==> config.mk <==
export PLATFORM = sky130hd
export DESIGN_NAME = mem_access_unit
export DESIGN_NICKNAME = d
export VERILOG_FILES = /design/src/rtl/mem_access_unit.sv
export SDC_FILE = /design/constraint.sdc
export NUM_CORES = 1
export LEC_CHECK = 0
export ABC_CLOCK_PERIOD_IN_PS = 4700
export CORE_MARGIN = 5
export CORE_UTILIZATION = 44
export CTS_BUF_LIST = sky130_fd_sc_hd__clkbuf_4 sky130_fd_sc_hd__clkbuf_8 sky130_fd_sc_hd__clkbuf_16
export DETAILED_ROUTE_END_ITERATION = 8
export PLACE_DENSITY = 0.83
export SYNTH_ARGS = -nofsm -noshare
export SYNTH_HDL_FRONTEND = slang
export SYNTH_SLANG_ARGS = --single-unit
==> constraint.sdc <==
create_clock -name clk -period 4.7 [get_ports clk]
set_clock_uncertainty 0.15 [all_clocks]
set_input_delay 0.47 -clock clk [delete_from_list [all_inputs] [get_ports clk]]
set_output_delay 0.47 -clock clk [all_outputs]
set_load 0.02 [all_outputs]
==> src/rtl/mem_access_unit.sv <==
// mem_access_unit
//   Load/store engine between the multicycle control unit and the unified
//   instruction/data memory bus. It takes one request from IDLE, decodes the
//   RV32I width code and checks alignment. For stores it steers the bytes onto
//   lanes and builds write strobes. For loads it selects the lane and applies
//   sign or zero extension. It then runs a valid/ready bus handshake that is
//   bounded by a wait-state timeout.
//
// Ports
//   clk, rst          clock, asynchronous active-high reset
//   req, we, funct3,  access request and its attributes, sampled in IDLE
//   addr, wdata
//   rdata             extended load result, held until the next load completes
//   done, err         one-cycle completion pulse, error flag qualified by done
//   busy              high whenever the unit is not IDLE
//   bus_valid/ready   memory handshake (read data valid with ready)
//   bus_we, bus_addr, registered bus request, held stable while bus_valid
//   bus_wstrb, bus_wdata
//   bus_rdata         raw read word from memory
//
// Parameter
//   TIMEOUT           max bus_valid cycles without bus_ready; 0 = no timeout

module mem_access_unit #(
   parameter int TIMEOUT = 16
) (
   input  logic        clk,
   input  logic        rst,
   input  logic        req,
   input  logic        we,
   input  logic [2:0]  funct3,
   input  logic [31:0] addr,
   input  logic [31:0] wdata,
   output logic [31:0] rdata,
   output logic        done,
   output logic        err,
   output logic        busy,
   output logic        bus_valid,
   input  logic        bus_ready,
   output logic        bus_we,
   output logic [31:0] bus_addr,
   output logic [3:0]  bus_wstrb,
   output logic [31:0] bus_wdata,
   input  logic [31:0] bus_rdata
);

   localparam logic [1:0] S_IDLE = 2'd0;
   localparam logic [1:0] S_BUS  = 2'd1;
   localparam logic [1:0] S_DONE = 2'd2;

   // The counter only has to reach TIMEOUT-1.
   localparam int            CW   = (TIMEOUT > 2) ? $clog2(TIMEOUT) : 1;
   localparam logic [CW-1:0] TERM = CW'(TIMEOUT - 1);

   logic [1:0]    state;
   logic [CW-1:0] wait_cnt;
   logic [2:0]    f3_q;
   logic [1:0]    off_q;

   // Request decode, evaluated on the live request inputs in IDLE.
   logic        legal;
   logic        aligned;
   logic [3:0]  wstrb_n;
   logic [31:0] wdata_n;

   always_comb begin
      legal   = 1'b0;
      aligned = 1'b0;
      wstrb_n = 4'b0000;
      wdata_n = 32'h0;
      case (funct3)
         3'b000: begin
            legal   = 1'b1;
            aligned = 1'b1;
            wstrb_n = 4'b0001 << addr[1:0];
            wdata_n = {4{wdata[7:0]}};
         end
         3'b001: begin
            legal   = 1'b1;
            aligned = ~addr[0];
            wstrb_n = 4'b0011 << {addr[1], 1'b0};
            wdata_n = {2{wdata[15:0]}};
         end
         3'b010: begin
            legal   = 1'b1;
            aligned = (addr[1:0] == 2'b00);
            wstrb_n = 4'hF;
            wdata_n = wdata;
         end
         3'b100: begin
            legal   = ~we;
            aligned = 1'b1;
         end
         3'b101: begin
            legal   = ~we;
            aligned = ~addr[0];
         end
         default: begin
            legal   = 1'b0;
            aligned = 1'b0;
         end
      endcase
      // Loads never drive strobes or data onto the bus.
      if (!we) begin
         wstrb_n = 4'b0000;
         wdata_n = 32'h0;
      end
   end

   // Lane selection and extension of a returned read word.
   function automatic logic [31:0] load_ext(input logic [31:0] w,
                                            input logic [2:0]  f3,
                                            input logic [1:0]  off);
      logic [7:0]  b;
      logic [15:0] h;
      case (off)
         2'd0:    b = w[7:0];
         2'd1:    b = w[15:8];
         2'd2:    b = w[23:16];
         default: b = w[31:24];
      endcase
      h = off[1] ? w[31:16] : w[15:0];
      case (f3)
         3'b000:  load_ext = {{24{b[7]}}, b};
         3'b001:  load_ext = {{16{h[15]}}, h};
         3'b100:  load_ext = {24'h0, b};
         3'b101:  load_ext = {16'h0, h};
         default: load_ext = w;
      endcase
   endfunction

   assign busy = (state != S_IDLE);

   always_ff @(posedge clk or posedge rst) begin
      if (rst) begin
         state     <= S_IDLE;
         wait_cnt  <= '0;
         f3_q      <= 3'b000;
         off_q     <= 2'b00;
         rdata     <= 32'h0;
         done      <= 1'b0;
         err       <= 1'b0;
         bus_valid <= 1'b0;
         bus_we    <= 1'b0;
         bus_addr  <= 32'h0;
         bus_wstrb <= 4'b0000;
         bus_wdata <= 32'h0;
      end else begin
         // done/err are pulses; only the transition into DONE raises them.
         done <= 1'b0;
         err  <= 1'b0;
         case (state)
            S_IDLE: begin
               if (req) begin
                  f3_q  <= funct3;
                  off_q <= addr[1:0];
                  if (legal && aligned) begin
                     state     <= S_BUS;
                     wait_cnt  <= '0;
                     bus_valid <= 1'b1;
                     bus_we    <= we;
                     bus_addr  <= {addr[31:2], 2'b00};
                     bus_wstrb <= wstrb_n;
                     bus_wdata <= wdata_n;
                  end else begin
                     // Rejected before any bus activity; rdata keeps its value.
                     state <= S_DONE;
                     done  <= 1'b1;
                     err   <= 1'b1;
                  end
               end
            end
            S_BUS: begin
               // A ready in the terminal-count cycle still completes normally.
               if (bus_ready) begin
                  state     <= S_DONE;
                  bus_valid <= 1'b0;
                  done      <= 1'b1;
                  if (!bus_we)
                     rdata <= load_ext(bus_rdata, f3_q, off_q);
               end else if ((TIMEOUT != 0) && (wait_cnt == TERM)) begin
                  state     <= S_DONE;
                  bus_valid <= 1'b0;
                  done      <= 1'b1;
                  err       <= 1'b1;
               end else begin
                  wait_cnt <= wait_cnt + 1'b1;
               end
            end
            S_DONE: begin
               // A request that arrives in this cycle is dropped, not deferred.
               state <= S_IDLE;
            end
            default: state <= S_IDLE;
         endcase
      end
   end

endmodule

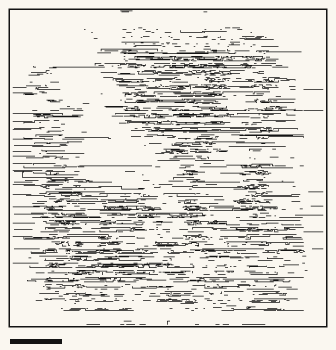
Fig. 1. Metal 1.
Bar = 20 um.
The longest straight run is 31.3 um. The layer holds 40% of the routed length.

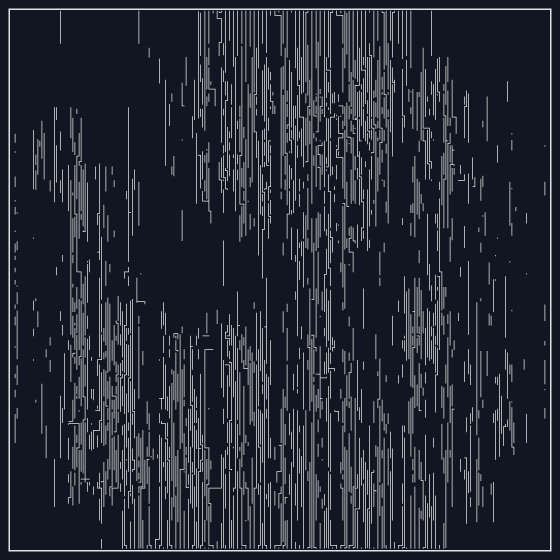
Fig. 2. M2 wires.
The layer carries 8300 um of wire. 721 nets have wire on it. The longest straight run is 42.9 um. The wires run mostly vertical.
DRT Wirelength: 16.8 mm
vias post-DR: 4918
GR met2 Demand/Resource: 37.5%

## final cells by class
type,count,area [um^2]
flip-flops and latches,113,2830
clock buffers,23,483
multi-input cells,346,2330
clock inverters,7,37.5
fillers,943,4000
well taps,147,184
inverters,8,32.5
repair buffers,212,2120
## kinds of logic (layout without fill, tap and decap cells)
kind of cell / count (synthesis) / after routing / synth area share [%]
fa+ha+maj: 1 / 1 / 0.233
compound gates: 152 / 152 / 17.8
simple gates: 147 / 147 / 14.4
mux: 44 / 44 / 10.7
buf+inv: 48 / 250 / 4.26
flops: 113 / 113 / 52.6
other cells: 1 / 2 / 0.0698
## placed cells by master, fill, tap and decap left out, types with 2 or more instances in the layout
master and instances:
mux2i_1 4, nand2b_1 6, nand3_1 34, nand2_1 58
a21o_1 2, clkdlybuf4s50_1 206, nor2_1 4, o21ai_0 52
and3b_1 7, a21oi_1 47, a211o_1 7, clkbuf_4 4
clkinv_2 6, dfrtp_1 113, o31ai_1 8, inv_1 6
or3_1 8, clkbuf_16 17, mux2_4 19, buf_4 5
conb_1 2, nand4_1 2, clkbuf_8 2, a22o_1 24
a31oi_1 2, or2_2 2, nor2b_1 13, nand3b_1 7
mux2_2 20, a211oi_1 2
## worst max-delay path: cells and delay by family
family                 cells  cell delay, ns
AOI/OAI and AO/OA          3            1.38
buffers and inverters      1            0.80
and+or+nand+nor            1            0.93
## where the power goes
| group | leakage (nW) | switching, mW | internal [mW] |
|---|---|---|---|
| Clock | 0.266 | 0.425 | 0.710 |
| Sequential | 1.43 | 0.223 | 1.27 |
| Combinational | 1.77 | 0.807 | 0.830 |
| Total | 3.47 | 1.46 | 2.81 |
## sequential cells by signal (all words and copies together), names as in the netlist, 2 cells and up
signal,flops
bus_wstrb,4
bus_addr,30
f3_q,3
rdata,32
state,2
off_q,2
bus_wdata,32
wait_cnt,4
## stage by stage
step / hold slack (ns) / util [%] / setup WS [ns]
floorplan: 0.328 / - / 1.09
global placement: 0.312 / 62.4 / 1.05
detailed placement: 0.316 / 62.4 / 0.942
CTS: 0.329 / 66.7 / 1.36
global route: 0.349 / 66.7 / 1.09
finish: 0.320 / 66.7 / 1.28
## metal layers
metal	global-route usage (%)	wire length (um)	vias to the layer above	share of wire, %
met1	28.1	6660	2411	40
li1	-	-	2215	-
met2	37.5	8300	241	49
met5	0	0	-	0
met4	11.7	689	0	4.1
met3	6.55	1190	51	7.0
## worst max path at each step
stage | startpoint | endpoint | slack, ns | cells past startpoint
2_1_floorplan | rst | bus_addr[10]$_DFFE_PP0P_ | 1.09 | 1
3_3_place_gp | funct3[0] | bus_wdata[3]$_DFFE_PP0P_ | 1.05 | 5
3_5_place_dp | funct3[0] | bus_wdata[25]$_DFFE_PP0P_ | 0.94 | 5
4_1_cts | funct3[0] | bus_wdata[9]$_DFFE_PP0P_ | 1.36 | 5
5_1_grt | funct3[0] | bus_wdata[9]$_DFFE_PP0P_ | 1.09 | 5
6_report | funct3[0] | bus_wdata[9]$_DFFE_PP0P_ | 1.28 | 5
==> results.txt <==
run results: RSZ-0062 raised after global routing=no, post-synth top area share=52.6%, Synth top cells by count=dfrtp_1 (113), nand2_1 (58), o21ai_0 (52), a21oi_1 (47), nand3_1 (34), Max rail drop VDD=about 0.31 mV, finished layout cell area=0.00801 mm^2, Final Hold Fails=0, main flop type=dfrtp_1, Worst path max stage delay=0.93 ns, OpenROAD warning count=26, CTS tree=done, chip area in the Yosys report=0.00538 mm^2, worst r2r path cells=4, placed inst area=0.00749 mm^2, share of cells above drive strength 1=between 10% and 20%, CTS Buf Count=17, Post-synth EDFFs=0, CP cell instances=clkdlybuf4s50_1 -> a221oi_1 -> o21ai_4 -> nor2_2 -> a22o_1, setup violators final=0, clk sink count=113, biggest area cells=dfrtp_1 (53%), mux2_4 (5.3%), o21ai_0 (4.8%), a21oi_1 (4.4%), mux2_2 (4.2%), I/O Buffers=206, gpl congestion=0.943, Leak Pwr=~3.5 nW, Post-Layout Cell Count=about 860, startpoint types=input pin, Worst-path clk slew=~0.060 ns, Clock Path Buffers=2, crit share post-route=between 70% and 80%, Die X-Extent=about 120 um, CP Max Fanout=30, # DRC=0, 1st-iter DRT viols=516, Max Clock Freq=0.293 GHz, n_diodes=0, Post-CTS Repair Setup Buffers=0, Worst EP arrival=3.61 ns, Avg WL per Cell=about 20 um, mapped cell area=0.00538 mm^2, hpwl dp=12.1 mm, Worst Tran Pin Value=about 1.1 ns, FP Core Util=~45%, register bit total from synthesis=~110, required time worst endpoint=approximately 4.9 ns, Yosys cell types=around 46, TritonRoute pass-1 iters=5, hold buffers post-CTS=0, P&R area growth vs syn=49.1%, status=finished clean, max_slew headroom=28.9%, max-cap violations=0, Post-synth seq share=between 50% and 60%, CP Class=input pin to register, FFs w/ async S/R, synth=100%, vias in the first global route=roughly 5000, overall power=4.27 mW, Yosys Instances=506, antenna violations before repair=0, chip area=0.0145 mm^2, count leader, synth=dfrtp_1, Clock Tree Root=clkbuf_16, final net count=803, total gr overflow=0, r2r endpoint=bus_wdata[9]$_DFFE_PP0P_, H-tree Lvls=4, first-pass GRT wire length=26.3 mm, Slew Limit Fails=0, die height=121 um, r2r startpoint=state[1]$_DFFE_PP0P_, fin crit period=3.42 ns, CORE AREA=0.0120 mm^2, crit path max-delay cell type=nor2_2, Final ANT Viol Nets=0, area leader, netlist=dfrtp_1, synthesized area per cell=10.6 um^2, Ys Warns=0, setup TNS=0 ns, IO Pins=209, Hold/Removal Path Class=input pin to async pin, Setup crit end kind=register, vias per inst=5.75, Mapped Cells=506, Power Dens Cells=around 530 mW/mm^2, post-cts sizing count=0, clk_lat worst skew=slightly above 0.4 ns, Worst R2R Setup Slack=1.95 ns, num rows=40, GRT Util Overall=23.1%, maximum number of pins on one net before global-route repair=56, Cells after DPL=826
Power figures rest on the tool's default switching activity, not on a simulated workload.
